**Run 1: the clock network**

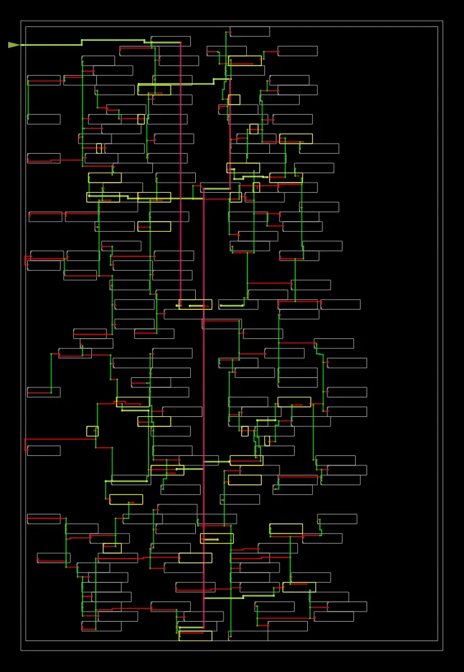
**Run 1: supply network**

Pins as bars on the die edge.
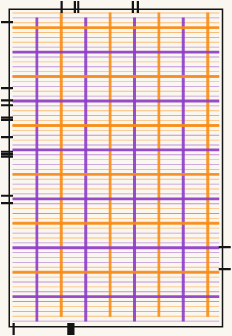
**Run 1: cell classes on the final placement**

Scale bar: 20 um.
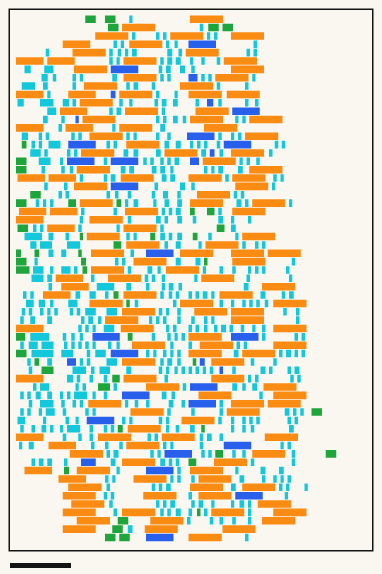
--- config.mk ---
export PLATFORM = sky130hd
export DESIGN_NAME = router_dst_fifo
export DESIGN_NICKNAME = d
export VERILOG_FILES = /design/src/rtl/router_pkg.sv /design/src/rtl/router_dst_timeout.sv /design/src/rtl/router_dst_fifo.sv
export SDC_FILE = /design/constraint.sdc
export NUM_CORES = 1
export LEC_CHECK = 0
export ABC_AREA = 1
export CELL_PAD_IN_SITES_DETAIL_PLACEMENT = 1
export CELL_PAD_IN_SITES_GLOBAL_PLACEMENT = 1
export CORE_ASPECT_RATIO = 1.5
export CORE_UTILIZATION = 35
export CTS_CLUSTER_DIAMETER = 80
export CTS_CLUSTER_SIZE = 14
export DETAILED_ROUTE_END_ITERATION = 8
export GPL_TIMING_DRIVEN = 0
export MAX_ROUTING_LAYER = met4
export PLACE_DENSITY = 0.7
export SLEW_MARGIN = 20
export SYNTH_ARGS = -nofsm -noshare
export SYNTH_HDL_FRONTEND = slang
export SYNTH_HIERARCHICAL = 1
export SYNTH_SLANG_ARGS = --single-unit
--- constraint.sdc ---
create_clock -name clk -period 3.35 [get_ports clk]
set_input_delay 0.67 -clock clk [delete_from_list [all_inputs] [get_ports clk]]
set_output_delay 0.67 -clock clk [all_outputs]
set_load 0.1 [all_outputs]
--- src/rtl/router_pkg.sv ---
`default_nettype none
// ============================================================================
//  Module   : router_pkg
//  Brief    : Shared constants, entry type and header decode for the router
//             destination FIFOs.
//  Revision : 1.0 - initial release
// ============================================================================
package router_pkg;

    localparam int DWIDTH          = 8;
    localparam int DEFAULT_DEPTH   = 16;
    localparam int DEFAULT_TIMEOUT = 30;

    // One buffered byte plus its header tag.
    typedef struct packed {
        logic       hdr;
        logic [7:0] data;
    } fifo_entry_t;

    // Header byte layout: [7:2] payload length, [1:0] destination address.
    function automatic logic [5:0] payload_len(input logic [7:0] hdr_byte);
        return hdr_byte[7:2];
    endfunction

endpackage
`default_nettype wire

--- src/rtl/router_dst_timeout.sv ---
`default_nettype none
// ============================================================================
//  Module   : router_dst_timeout
//  Brief    : Counts consecutive cycles where data is waiting (vld_out=1) but
//             the destination does not read (rd_en=0). Raises soft_reset for
//             one cycle on the TIMEOUT-th such cycle.
//  Revision : 1.0 - initial release
// ============================================================================
module router_dst_timeout
    import router_pkg::*;
#(
    parameter int TIMEOUT = DEFAULT_TIMEOUT
) (
    input  logic clk,
    input  logic resetn,
    input  logic vld_out,
    input  logic rd_en,
    output logic soft_reset
);

    localparam logic [4:0] c_TMO_LAST = 5'(TIMEOUT - 1);

    logic       w_stall;
    logic [4:0] tmo_q;
    logic [4:0] tmo_d;

    assign w_stall = vld_out && !rd_en;

    // Pulse fires in the cycle the stall count reaches its limit, so the
    // owning FIFO flushes at the following edge.
    always_comb begin
        soft_reset = 1'b0;
        tmo_d      = tmo_q;
        if (!w_stall) begin
            tmo_d = '0;
        end else if (tmo_q == c_TMO_LAST) begin
            soft_reset = 1'b1;
            tmo_d      = '0;
        end else begin
            tmo_d = tmo_q + 5'd1;
        end
    end

    // Stall counter register.
    always_ff @(posedge clk or negedge resetn) begin
        if (!resetn) tmo_q <= '0;
        else         tmo_q <= tmo_d;
    end

endmodule
`default_nettype wire

--- src/rtl/router_dst_fifo.sv ---
`default_nettype none
// ============================================================================
//  Module   : router_dst_fifo
//  Brief    : Per-destination output buffer of the 1x3 router. Stores header
//             tagged bytes, returns registered read data, tracks packet length
//             and flushes itself when the destination stalls too long.
//  Options  : ROUTER_DST_FIFO_OCCUPANCY_EN adds occupancy and pkt_done ports.
//  Revision : 1.0 - initial release
// ============================================================================
module router_dst_fifo #(
    parameter int DEPTH   = router_pkg::DEFAULT_DEPTH,
    parameter int DWIDTH  = router_pkg::DWIDTH,
    parameter int TIMEOUT = router_pkg::DEFAULT_TIMEOUT
) (
    input  logic              clk,
    input  logic              resetn,
    input  logic              we,
    input  logic [DWIDTH-1:0] din,
    input  logic              lfd_state,
    output logic              full,
    input  logic              rd_en,
    output logic [DWIDTH-1:0] dout,
    output logic              vld_out,
    output logic              soft_reset
`ifdef ROUTER_DST_FIFO_OCCUPANCY_EN
    ,
    output logic [$clog2(DEPTH):0] occupancy,
    output logic                   pkt_done
`endif
);

    localparam int c_AW = $clog2(DEPTH);

    logic [DWIDTH:0]   mem_q [DEPTH];
    logic [c_AW:0]     wr_ptr_q, wr_ptr_d;
    logic [c_AW:0]     rd_ptr_q, rd_ptr_d;
    logic [DWIDTH-1:0] dout_q, dout_d;
    logic [5:0]        pkt_cnt_q, pkt_cnt_d;

    logic              w_empty;
    logic              w_push;
    logic              w_pop;
    logic [DWIDTH:0]   w_rd_word;
    logic              w_rd_hdr;
    logic [DWIDTH-1:0] w_rd_data;

    // Pointer MSBs differ only when the write side has lapped the read side.
    assign w_empty = (wr_ptr_q == rd_ptr_q);
    assign full    = (wr_ptr_q[c_AW] != rd_ptr_q[c_AW]) &&
                     (wr_ptr_q[c_AW-1:0] == rd_ptr_q[c_AW-1:0]);
    assign vld_out = !w_empty;
    assign dout    = dout_q;

    // A write in the pulse cycle is discarded; a pop cannot coincide with the
    // pulse because the pulse requires rd_en=0.
    assign w_push = we && !full && !soft_reset;
    assign w_pop  = rd_en && !w_empty;

    assign w_rd_word = mem_q[rd_ptr_q[c_AW-1:0]];
    assign w_rd_hdr  = w_rd_word[DWIDTH];
    assign w_rd_data = w_rd_word[DWIDTH-1:0];

    router_dst_timeout #(
        .TIMEOUT (TIMEOUT)
    ) u_timeout (
        .clk        (clk),
        .resetn     (resetn),
        .vld_out    (vld_out),
        .rd_en      (rd_en),
        .soft_reset (soft_reset)
    );

    // Tagged byte storage; contents need no reset since pointers gate reads.
    always_ff @(posedge clk) begin
        if (w_push) mem_q[wr_ptr_q[c_AW-1:0]] <= {lfd_state, din};
    end

    // Pointer, read-data and packet-length next state, with flush priority.
    always_comb begin
        wr_ptr_d  = wr_ptr_q;
        rd_ptr_d  = rd_ptr_q;
        dout_d    = dout_q;
        pkt_cnt_d = pkt_cnt_q;
        if (soft_reset) begin
            wr_ptr_d  = '0;
            rd_ptr_d  = '0;
            pkt_cnt_d = '0;
        end else begin
            if (w_push) wr_ptr_d = wr_ptr_q + 1'b1;
            if (w_pop) begin
                rd_ptr_d = rd_ptr_q + 1'b1;
                dout_d   = w_rd_data;
                if (w_rd_hdr)
                    pkt_cnt_d = router_pkg::payload_len(w_rd_data[7:0]) + 6'd1;
                else if (pkt_cnt_q != '0)
                    pkt_cnt_d = pkt_cnt_q - 6'd1;
            end
        end
    end

    // Control and read-data registers.
    always_ff @(posedge clk or negedge resetn) begin
        if (!resetn) begin
            wr_ptr_q  <= '0;
            rd_ptr_q  <= '0;
            dout_q    <= '0;
            pkt_cnt_q <= '0;
        end else begin
            wr_ptr_q  <= wr_ptr_d;
            rd_ptr_q  <= rd_ptr_d;
            dout_q    <= dout_d;
            pkt_cnt_q <= pkt_cnt_d;
        end
    end

`ifdef ROUTER_DST_FIFO_OCCUPANCY_EN
    logic pkt_done_q, pkt_done_d;

    assign occupancy = wr_ptr_q - rd_ptr_q;
    assign pkt_done  = pkt_done_q;

    // Pulse aligned with the dout of the last byte of a packet.
    always_comb begin
        pkt_done_d = !soft_reset && w_pop && !w_rd_hdr && (pkt_cnt_q == 6'd1);
    end

    // Packet-done pulse register.
    always_ff @(posedge clk or negedge resetn) begin
        if (!resetn) pkt_done_q <= 1'b0;
        else         pkt_done_q <= pkt_done_d;
    end
`endif

endmodule
`default_nettype wire
==> results_dict.tcl, run 1 <==
# yosys + openroad results
set metrics [dict create \
    status "finished clean" \
    cts_tree "yes" \
    fmax_mhz 316 \
    syn-cell-area_um2 7040 \
    drt_iter0_drc 199 \
    synth-seq-cells 151 \
    crit_buf_inv 4 \
    yosysUniqueCellTypes 28 \
    endpoint_kind "output port" \
    cts_max_path_buffers 2 \
    area_growth_syn_to_layout_pct 17.3 \
    buffers 50 \
    buf_share_pct 4.51 \
    final_hold_viol_count 0 \
    grt_max_degree 24 \
    openroad.warnings 32 \
    syn_inst 745 \
    portBuffers 22 \
    cp_max_fo 6 \
    die_area_um2 20700 \
    power.leakage_nw 3.76 \
    arrival_ns 2.50 \
    place.gp.congestion 0.795 \
    pin_count 24 \
    reg2reg_slack_ns 0.27 \
    clkbuf_count 25 \
    final_common_cell "nand2_1" \
    worst_pin_slew_ns 0.976 \
    hold_slack_ns 0.219 \
    avgViaCountPerCell 4.72 \
    logic_gates 423 \
    flop_area_um2 4420 \
    worstSkewPairLatency_ns 0.44 \
    top_cell_area_share_pct 54.6 \
    fa_ha_area_share_pct 1.24 \
    dpl.hpwl_um 12900 \
    start_kind "register" \
    ys_warn_count 6 \
    final.setup.worst_slack_ns 0.185 \
    wirelength_um 19100 \
    sh_comb_area_pct 24.0 \
    cpMaxStageDelayCell "dlygate4sd2_1" \
    power_density_nw_per_um2 883 \
    async_reset_ff_share_pct 15.2 \
    area_share_clock_buf_inv_pct 7.50 \
    firstDrtPassIters 6 \
    inv_count 144 \
    synthTopCellsByCount "264 x nand2_1, 137 x inv_1, 128 x edfxtp_1" \
    vias 5005 \
]
Notes on 'the clock network' above:
clock sink total: 151
clock skew: 0.00892 ns
Clk power: 1.98 mW

Notes on 'supply network' above:
| net | color |
|---|---|
| VDD | orange |
| VSS | purple |
met1 rails: 64
met4 straps: 8
met5 straps: 12
signal pins: 24
Worst VDD drop: 796 uV
Die Height: 176 um
placeable core area: 19,700 um2
Die X: 118 um

Notes on 'cell classes on the final placement' above:
| class | color | cells | share of their area |
|---|---|---|---|
| all other logic | cyan | 567 | 32% |
| flip-flops | orange | 151 | 56% |
| clock drivers and dummy loads | blue | 32 | 7.8% |
| other buffers and delay cells | green | 50 | 4.7% |

## run 1: what timing repair did
action,CTS,global route
gates resized,2,5
hold buffers,0,0
setup endpoints to repair,18,18
## run 1: path summary, 6_finish.rpt
check,from,cells after the start,end
min in group clk,dout[1],2,dout[1]
max in group asynchronous,resetn,1,wr_ptr_q[0]
setup / recovery,rd_ptr_q[0],8,full
hold / removal,resetn,1,dout[3]
setup reg to reg,rd_ptr_q[0],12,mem_q[0][4]
hold reg to reg,dout[1],2,dout[1]
## run 1: power by group
group	switching [mW]	total [mW]	internal [mW]
Combinational	2.09	2.87	0.783
Sequential	0.137	2.44	2.31
Clock	0.786	1.98	1.19
Total	3.01	7.29	4.28
## Run 2: what changed since run 1
--- a/config.mk
+++ b/config.mk
@@ -6,6 +6,7 @@
 export NUM_CORES = 1
 export LEC_CHECK = 0
 export ABC_AREA = 1
+export ABC_CLOCK_PERIOD_IN_PS = 3350
 export CELL_PAD_IN_SITES_DETAIL_PLACEMENT = 1
 export CELL_PAD_IN_SITES_GLOBAL_PLACEMENT = 1
 export CORE_ASPECT_RATIO = 1.5
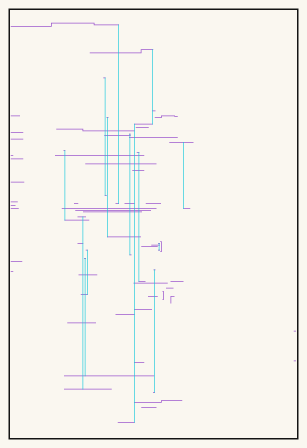
**Above:** run 2 (signal wires by layer).
Two of the layers only.
| layer | color | wire length |
|---|---|---|
| met3 | purple | 597 um |
| met4 | cyan | 673 um |

==> results_dict.tcl, run 2 <==
# yosys + openroad results
set metrics [dict create \
    arrival_ns 2.50 \
    fmax_mhz 316 \
    pin_count 24 \
    sh_comb_area_pct 24.0 \
    hold_buffers 0 \
    die_area_um2 20700 \
    final_common_cell "nand2_1" \
    core_um2 19700 \
    ys_warn_count 6 \
    endpoint "full" \
    buf_share_pct 4.51 \
    start_kind "register" \
    cpMaxStageDelayCell "dlygate4sd2_1" \
    flop_area_um2 4420 \
    crit_buf_inv 4 \
    avgViaCountPerCell 4.72 \
    endpoint_kind "output port" \
    inv_count 144 \
    synth-seq-cells 151 \
    sw_frac_of_total_pct 41.3 \
    yosysUniqueCellTypes 28 \
    syn_inst 745 \
    syn-cell-area_um2 7040 \
    status "finished clean" \
    worstReg2RegEnd "mem_q[0][4]" \
    final_hold_viol_count 0 \
    vias 5005 \
    ir_drop_uv 796 \
    drt_iter0_drc 199 \
    p_int_mw 4.28 \
    fp.dieH_um 176 \
    p_clk_share_pct 27.1 \
    area_growth_syn_to_layout_pct 17.3 \
    final.setup.worst_slack_ns 0.185 \
]
==> run 2: kinds of logic after synthesis <==
logic type	after synthesis	synth area share, %
DFF	151	62.8
and+or+nand+nor	408	25.2
buffers and inverters	171	9.86
xor gates and xnor gates	6	0.746
AOI/OAI and AO/OA	2	0.195
adders and majority gates	7	1.24
==> run 2: routing by layer <==
| layer | part of all wire (%) | up-vias | GRT usage, % | wire length [um] |
|---|---|---|---|---|
| li1 | - | 2415 | - | - |
| met1 | 40 | 2452 | 21.6 | 7630 |
| met2 | 53 | 102 | 36.6 | 10200 |
| met3 | 3.1 | 36 | 3.57 | 597 |
| met4 | 3.5 | 0 | 9.72 | 672 |
| met5 | 0 | - | - | 0 |
==> run 2: repair_timing <==
item / CTS / global route
gates resized: 2 / 5
setup endpoints to repair: 18 / 18
pin swaps: 0 / 0
Power is estimated from default activity; no workload was simulated.
